$ cat config.mk
export PLATFORM = sky130hd
export DESIGN_NAME = multi_dev_bridge
export DESIGN_NICKNAME = d
export VERILOG_FILES = /design/src/rtl/bridge_pkg.sv /design/src/rtl/bridge_addr_decoder.sv /design/src/rtl/multi_dev_bridge.sv
export SDC_FILE = /design/constraint.sdc
export NUM_CORES = 1
export LEC_CHECK = 0
export ABC_AREA = 1
export CAP_MARGIN = 15
export CORE_UTILIZATION = 44
export CTS_CLUSTER_DIAMETER = 40
export DETAILED_ROUTE_END_ITERATION = 16
export PLACE_DENSITY = 0.92
export SLEW_MARGIN = 20
export SYNTH_ARGS = -nofsm -noshare
export SYNTH_HDL_FRONTEND = slang
export SYNTH_HIERARCHICAL = 1
export SYNTH_SLANG_ARGS = --single-unit
$ cat constraint.sdc
create_clock -name clk -period 3.6 [get_ports clk]
set_clock_uncertainty 0.15 [all_clocks]
set_input_delay 0.36 -clock clk [delete_from_list [all_inputs] [get_ports clk]]
set_output_delay 0.36 -clock clk [all_outputs]
set_load 0.01 [all_outputs]
$ cat src/rtl/bridge_pkg.sv
// Shared constants and FSM state encoding for the CPU-to-peripheral bridge.
package bridge_pkg;
   localparam int BUS_AW = 32;
   localparam int BUS_DW = 32;

   typedef enum logic [1:0] {
      ST_IDLE   = 2'd0,
      ST_ACCESS = 2'd1,
      ST_DONE   = 2'd2
   } state_t;
endpackage

$ cat src/rtl/bridge_addr_decoder.sv
// Combinational window decoder: byte address -> one-hot device hit plus miss flag.
module bridge_addr_decoder
   import bridge_pkg::*;
#(
   parameter int                         NUM_DEV  = 3,
   parameter logic [BUS_AW*NUM_DEV-1:0]  DEV_BASE = {32'h7f20, 32'h7f10, 32'h7f00},
   parameter int                         DEV_SPAN = 12
)(
   input  logic [BUS_AW-1:0]  i_addr,
   output logic [NUM_DEV-1:0] o_hit,
   output logic               o_miss
);

   // Scan from the top so the lowest-index window is written last and wins overlaps.
   // The offset form (addr - base) < span is evaluated modulo 2^32.
   always_comb begin
      // NOTE: every combinational output gets a default first so no latch is inferred.
      o_hit = '0;
      for (int i = NUM_DEV - 1; i >= 0; i--) begin
         if ((i_addr - DEV_BASE[BUS_AW*i +: BUS_AW]) < BUS_AW'(DEV_SPAN)) begin
            o_hit    = '0;
            o_hit[i] = 1'b1;
         end
      end
   end

   assign o_miss = ~|o_hit;

endmodule

$ cat src/rtl/multi_dev_bridge.sv
// Request/ready bridge from the CPU MEM stage to NUM_DEV memory-mapped devices,
// with multi-cycle acks, bus-error reporting and registered interrupt aggregation.
module multi_dev_bridge
   import bridge_pkg::*;
#(
   parameter int                         NUM_DEV  = 3,
   parameter logic [BUS_AW*NUM_DEV-1:0]  DEV_BASE = {32'h7f20, 32'h7f10, 32'h7f00},
   parameter int                         DEV_SPAN = 12,
   parameter int                         TIMEOUT  = 15,
   parameter int                         HWINT_W  = 6
)(
   input  logic                       clk,
   input  logic                       reset,
   input  logic                       pr_req,
   input  logic                       pr_we,
   input  logic [BUS_AW-1:0]          pr_addr,
   input  logic [BUS_DW-1:0]          pr_wd,
   input  logic [3:0]                 pr_be,
   output logic [BUS_DW-1:0]          pr_rd,
   output logic                       pr_ready,
   output logic                       pr_err,
   output logic [NUM_DEV-1:0]         dev_sel,
   output logic                       dev_we,
   output logic [BUS_AW-1:0]          dev_addr,
   output logic [BUS_DW-1:0]          dev_wd,
   output logic [3:0]                 dev_be,
   input  logic [BUS_DW*NUM_DEV-1:0]  dev_rd,
   input  logic [NUM_DEV-1:0]         dev_ack,
   input  logic [NUM_DEV-1:0]         dev_irq,
   output logic [HWINT_W-1:0]         hw_int
);

   localparam int CNT_W = $clog2(TIMEOUT + 1);

   state_t               r_state;
   state_t               w_next;
   logic [NUM_DEV-1:0]   w_hit;
   logic                 w_miss;
   logic                 w_reject;
   logic                 w_ack;
   logic                 w_timeout;
   logic [BUS_DW-1:0]    w_sel_rd;
   logic [HWINT_W-1:0]   w_hw_int;

   logic [NUM_DEV-1:0]   r_sel;
   logic                 r_we;
   logic [BUS_AW-1:0]    r_addr;
   logic [BUS_DW-1:0]    r_wd;
   logic [3:0]           r_be;
   logic [BUS_DW-1:0]    r_rd;
   logic                 r_err;
   logic [CNT_W-1:0]     r_cnt;
   logic [NUM_DEV-1:0]   r_irq;

   bridge_addr_decoder #(
      .NUM_DEV  (NUM_DEV),
      .DEV_BASE (DEV_BASE),
      .DEV_SPAN (DEV_SPAN)
   ) u_decoder (
      .i_addr (pr_addr),
      .o_hit  (w_hit),
      .o_miss (w_miss)
   );

   // A write with no byte lanes enabled is rejected exactly like an unmapped address.
   assign w_reject  = w_miss | (pr_we & (pr_be == 4'b0000));
   assign w_ack     = |(dev_ack & r_sel);
   assign w_timeout = (r_cnt == CNT_W'(TIMEOUT - 1));

   always_comb begin
      w_sel_rd = '0;
      for (int i = 0; i < NUM_DEV; i++) begin
         if (r_sel[i]) w_sel_rd = w_sel_rd | dev_rd[BUS_DW*i +: BUS_DW];
      end
   end

   always_comb begin
      w_next = r_state;
      unique case (r_state)
         ST_IDLE:   if (pr_req) w_next = w_reject ? ST_DONE : ST_ACCESS;
         ST_ACCESS: if (w_ack || w_timeout) w_next = ST_DONE;
         ST_DONE:   w_next = ST_IDLE;
         default:   w_next = ST_IDLE;
      endcase
   end

   // NOTE: sequential state uses non-blocking assignments so every register samples pre-edge values.
   always_ff @(posedge clk) begin
      if (reset) begin
         r_state <= ST_IDLE;
         r_sel   <= '0;
         r_we    <= 1'b0;
         r_addr  <= '0;
         r_wd    <= '0;
         r_be    <= '0;
         r_rd    <= '0;
         r_err   <= 1'b0;
         r_cnt   <= '0;
         r_irq   <= '0;
      end else begin
         r_state <= w_next;
         r_irq   <= dev_irq;
         unique case (r_state)
            ST_IDLE: begin
               if (pr_req) begin
                  r_we   <= pr_we;
                  r_addr <= pr_addr;
                  r_wd   <= pr_wd;
                  r_be   <= pr_be;
                  r_cnt  <= '0;
                  if (w_reject) begin
                     r_sel <= '0;
                     r_rd  <= '0;
                     r_err <= 1'b1;
                  end else begin
                     r_sel <= w_hit;
                  end
               end
            end
            ST_ACCESS: begin
               r_cnt <= r_cnt + 1'b1;
               // An ack on the final counted cycle takes priority over the timeout.
               if (w_ack) begin
                  r_sel <= '0;
                  r_rd  <= r_we ? '0 : w_sel_rd;
                  r_err <= 1'b0;
               end else if (w_timeout) begin
                  r_sel <= '0;
                  r_rd  <= '0;
                  r_err <= 1'b1;
               end
            end
            default: ;
         endcase
      end
   end

   always_comb begin
      w_hw_int                = '0;
      w_hw_int[NUM_DEV-1:0]   = r_irq;
   end

   assign pr_rd    = r_rd;
   assign pr_err   = r_err;
   assign pr_ready = (r_state == ST_DONE);
   assign dev_sel  = r_sel;
   assign dev_we   = r_we & (r_state == ST_ACCESS);
   assign dev_addr = r_addr;
   assign dev_wd   = r_wd;
   assign dev_be   = r_be;
   assign hw_int   = w_hw_int;

endmodule

run_1/final_congestion.png
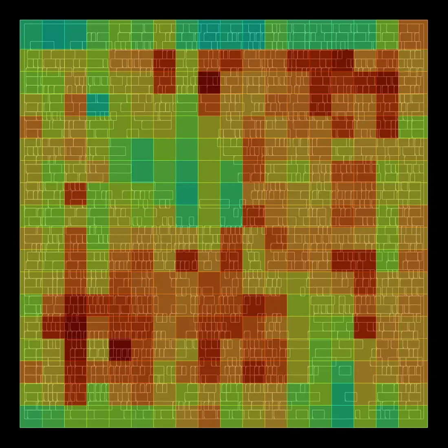
most used routing layer: met2
met3 Track Usage GR: 8.730%
grt met2 use: 53.33%
routed length per instance: 15.78 um
met1 Track Usage GR: 35.50%

run_1/metal_stack.png
Scale bar: 50 um.
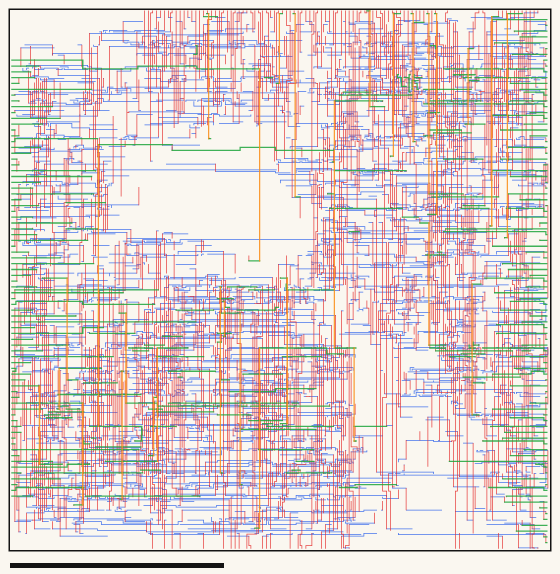
legend:
  red:
    layer: met2
    wire_length: 11800 um
  blue:
    layer: met1
    wire_length: 9870 um
  green:
    layer: met3
    wire_length: 2350 um
  orange:
    layer: met4
    wire_length: 966 um
vias after detailed routing: 8478
total global-route track usage: 30.99%

==> results.cfg, run 1 <==
; yosys + openroad results
[run_status]
status = finished, final reports clean

[routing]
wl_met2_um = 11850
drt-pass1-iter-count = 6
drt-met1-wl_um = 9874
wirelength_um = 25040
wl_met3_um = 2350
drtIter0Drc = 600

[synth]
ys.flop_type = dfxtp_1
synth_cell_types = 35
ys_top_cells_by_count = nand2_1, nor2_1, dfxtp_1, nand3_1, o21ai_0
synth_warnings = 6
ys_seq_share_pct = 33.55
ys_sh_mux_pct = 0
top_area_cell = dfxtp_1
adder_share_pct = 0.7358
syn-cell-area_sq_um = 6802
ys_sh_simple_pct = 45.88
ys_sh_xor_pct = 1.803
top_logic_kind = simple AND/OR/NAND/NOR gates

[global_route]
grt.overflow.total = 0
grt_pass1_vias = 7756
antenna_found_initial = 0
grt_pass1_wl_um = 39250

[cts]
cts_hold_buf = 0
cts_setup_buffers = 0
cts_buffers = 17
cts.repair.resized = 0
path_clk_slew_ns = 0.05
cts_tree = built
clock-sinks = 114
clockRootBuffer = clkbuf_16

[setup_path]
path_delay_family = simple AND/OR/NAND/NOR gates
required_ns = 3.75
cp_common_cell = nand2_1
cpMaxStageDelayCell = clkdlybuf4s50_1
worstPathArrival_ns = 3.30
worstPathCellList = clkdlybuf4s50_1, nor2_1, nand2_1, nand2_1, inv_1, nand2_1, nand2_1, nand2_1, nand2_1, nor2_1, nand2_1, nor3_1, nand3_1, nand2_1, nor2_1, inv_1, nand3_2, buf_12, a21oi_1, nor2_1
critical_path_buf_inv_count = 4

[min_path]
min_path_type = reg -> reg

[final_timing]
post-route-min-period_ns = 3.150
worst_pin_slew_ns = 0.7431
rsz0062_at_grt = false
hold_ws_ns = 0.3109

[floorplan]
die_w_um = 126.3
taps = 188

[pwr]
pwr-share-comb_pct = 21.4
power_switching_uw = 1075
vdd_drop_max_mv = 0.2867
p_seq_share_pct = 33.8
pg_clk_uw = 1860
top_power_group = the clock network
p_leak_uw = 0.004550
clock_power_share_pct = 44.8
p_per_area_nw_per_um2 = 394.3
powerSeq_uw = 1400

[final_layout]
area_delta_synth_final_pct = 54.91
final_area_sq_um = 10540
drive_above_1_share_pct = 8.220
final_util_pct = 69.57
n_all_inverters = 63
dominant_cells = combinational gates
antenna_cells = 0
comb_cells = 875
n_all_buffers = 317

[place]
post_dp_cell_area_sq_um = 9887
gp_congestion = 0.9888
hpwl_um = 18690
place_inst = 1557
post-place-ws_ns = 0.1322

[run]
warnings = 28
maxCapViolations = 0
run_1/gate_families.png
Scale bar: 50 um.
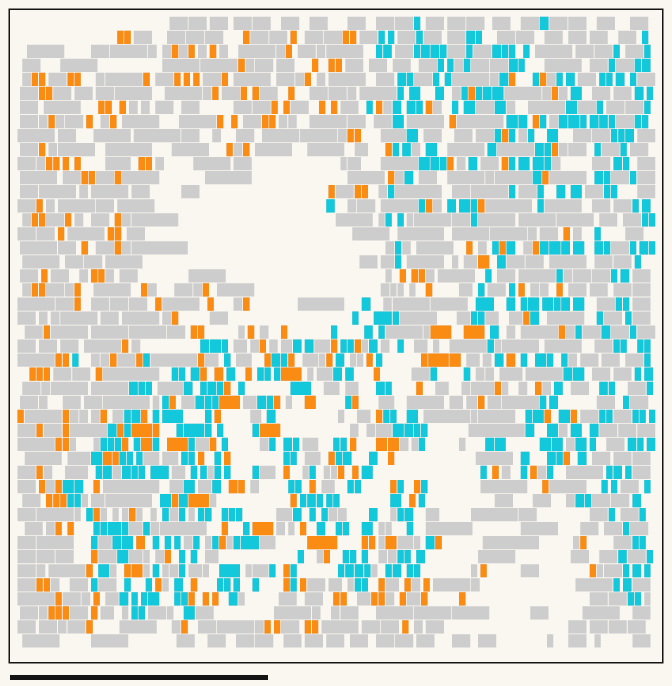
legend:
  orange:
    family: NOR gates
    cells: 265
    where: widely spread
  cyan:
    family: NAND gates
    cells: 450
    where: widely spread
Comb/total area: 38.04%
Commonest Layout Cell: nand2_1
Finished Layout Cells: 1587

run_1/density.png
13 x 13 tiles, from dark blue (low) to red (high), 0 to 100% covered.
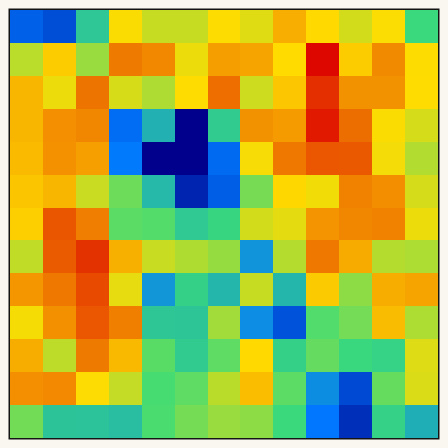
mean over tiles: 65%
nearly empty tiles: 1.8%
tiles over 75% full: 38%
fullest tile: 99%
FP Util: 44.91%
Core ar.: 15150 sq um

[run 1: registers in the layout, indices dropped and copies added, names as in the netlist]
signal	cells
dev_addr	32
r_cnt	4
dev_sel	3
r_irq	3
dev_wd	32
pr_err	1
r_we	1
dev_be	4
pr_rd	32
r_state	2
[run 1: worst paths after layout]
| check | from | to | slack, ns | cells after the start |
|---|---|---|---|---|
| worst min register to register | pr_err | pr_err | 0.31 | 2 |
| worst max-delay path | pr_addr[4] | pr_rd[0] | 0.45 | 20 |
| worst max register to register | r_state[0] | pr_rd[17] | 1.23 | 8 |
| worst min-delay path | pr_err | pr_err | 0.31 | 2 |
run_1/clock_map.png
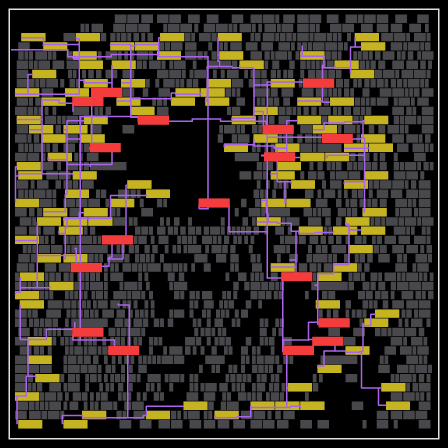

## Run 2: what changed since run 1
Settings changed: ABC_AREA 1 to not set, CORE_UTILIZATION 44 to 41.
run_2/clock_map.png
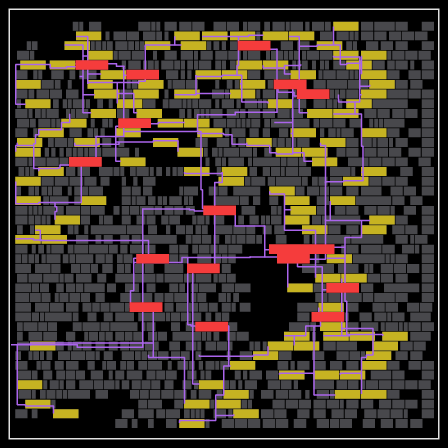
legend:
  yellow:
    item: flip-flops
    count: 114
  red:
    item: cells driving clock nets
    count: 17
  purple:
    item: clock wires
    length: 1630 um
flops lie: widely spread
routed clock nets: 18
Clk pwr share: 45.8%
Worst-Skew Late Latency: 0.40 ns
clock distribution power: 1720 uW

run_2/gate_families.png
Scale bar: 20 um.
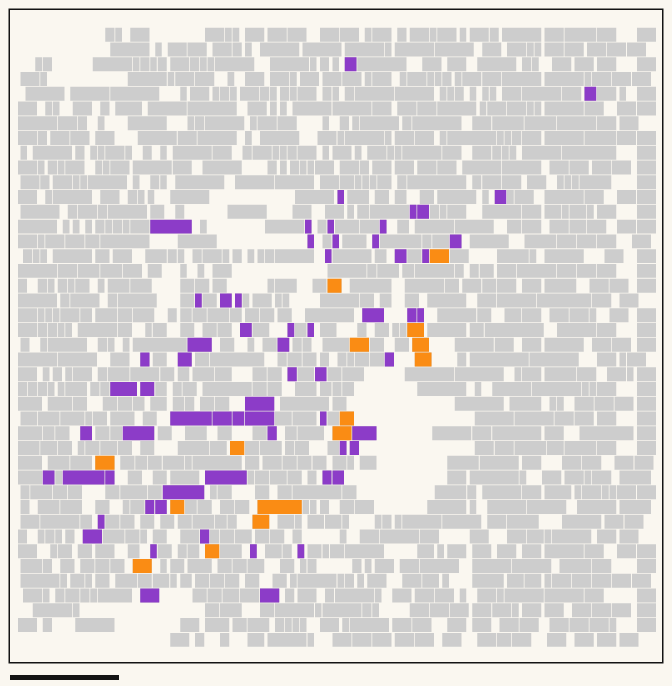
legend:
  purple:
    family: NOR gates
    cells: 64
  orange:
    family: AND-OR and OR-AND gates
    cells: 15
Finished Layout Cells: 1275
Comb/total area: 32.65%
Commonest Layout Cell: clkdlybuf4s50_1

==> run 2 against run 1 <==
The run now ends with negative setup slack left. Combinational power shrank 22%. Setup slack worse by 0.54 ns. Sequential power fell by 4%. Final cell count is 20% lower. Register-to-register slack gained 0.08 ns. Maximum frequency fell by 15%. Hold slack worse by 0.23 ns. Sequential share of layout area shrank 0.20 points. First-iteration DRC count is 16% higher. Routed wire length grew 4.9%. Clock power is 8% lower. Synthesized cell count shrank 36%.
==> results.cfg, run 2 <==
; yosys + openroad results
[final_timing]
hold_ws_ns = 0.08111
setup_viol = 7
rsz0062_at_grt = true
layout_setup_ws_ns = -0.08557
post-route-min-period_ns = 3.686

[setup_path]
required_ns = 3.76
r2r_setup_slack_ns = 1.31
setup.worst_path.start = pr_addr[4]
worstPathCellList = dlygate4sd2_1, buf_6, nor4_4, and4b_1, o21a_1, a211oi_2, buf_4, nand4_1, or4b_4, o311a_1, and3b_2, a31oi_4, a31oi_4, clkbuf_16, o32ai_4
timing.rr.start = r_state[0]
path_delay_family = simple AND/OR/NAND/NOR gates
reg2reg_to = r_cnt[3]
critical_path_buf_inv_count = 4
path_depth = 15
cp-endpoint = pr_rd[13]
cpMaxStageDelayCell = or4b_4
worstPathArrival_ns = 3.84
r2r_cells = 5

[place]
post-place-ws_ns = -0.7862
place_inst = 1214
post_dp_cell_area_sq_um = 9345

[floorplan]
taps = 176
die_w_um = 120.2
core-area_sq_um = 13450

[routing]
wl_met2_um = 13390
drt-pass1-iter-count = 5
drtIter0Drc = 694
vias = 7301
wirelength_um = 26260
wl_met3_um = 2185
drt-met1-wl_um = 9453

[synth]
synth_cell_types = 70
syn-cell-area_sq_um = 5724
ys_seq_share_pct = 39.87
top_area_cell = dfxtp_1
ys.flop_type = dfxtp_1
ys_sh_xor_pct = 1.224
synth_warnings = 6
adder_share_pct = 0.8743
ys_sh_mux_pct = 1.552
top_logic_kind = AND-OR/OR-AND gates

[pwr]
pwr-share-comb_pct = 18.5
powerSeq_uw = 1340
p_leak_uw = 0.003962
top_power_group = the clock network
p_seq_share_pct = 35.6
power_switching_uw = 934.0
vdd_drop_max_mv = 0.3523

[run_status]
status = complete, but fails checks
violations = negative setup slack

[final_layout]
dominant_cells = buffers
n_all_inverters = 38
antenna_cells = 0
comb_cells = 498
final_area_sq_um = 10640
drive_above_1_share_pct = 23.66
final_util_pct = 79.06

[global_route]
antenna_found_initial = 0
met2_usage_pct = 58.26
grt_pass1_wl_um = 36260
grt_use_met1_pct = 34.08
grt.overflow.total = 0
grt_pass1_vias = 7039

[min_path]
min_path_type = in -> reg

[cts]
clockRootBuffer = clkbuf_16
path_clk_slew_ns = 0.05
clock-sinks = 114
cts_tree = built
cts_hold_buf = 0

[run]
maxCapViolations = 0
run 2: how the worst min path moves through the flow:
stage | start | endpoint | slack [ns] | cells after the start
6_report | pr_addr[17] | dev_addr[17] | 0.08 | 3
5_1_grt | pr_addr[17] | dev_addr[17] | 0.09 | 3
4_1_cts | pr_addr[17] | dev_addr[17] | 0.23 | 3
3_5_place_dp | dev_wd[15] | dev_wd[15] | 0.30 | 2
3_3_place_gp | dev_wd[30] | dev_wd[30] | 0.29 | 2
2_1_floorplan | r_we | r_we | 0.29 | 2
run 2: tightest hold or removal path, cell delays in order:
cell and delay, ns:
clkbuf_2 0.11, nand2_1 0.06, a21oi_1 0.05
run 2: timing repair:
action                                  CTS  global route
pin swaps                                 7            18
endpoints found under the setup margin   36            33
setup buffers                            12            16
resized                                  82            68
cloned                                    2             1
Power and IR drop assume default switching activity.
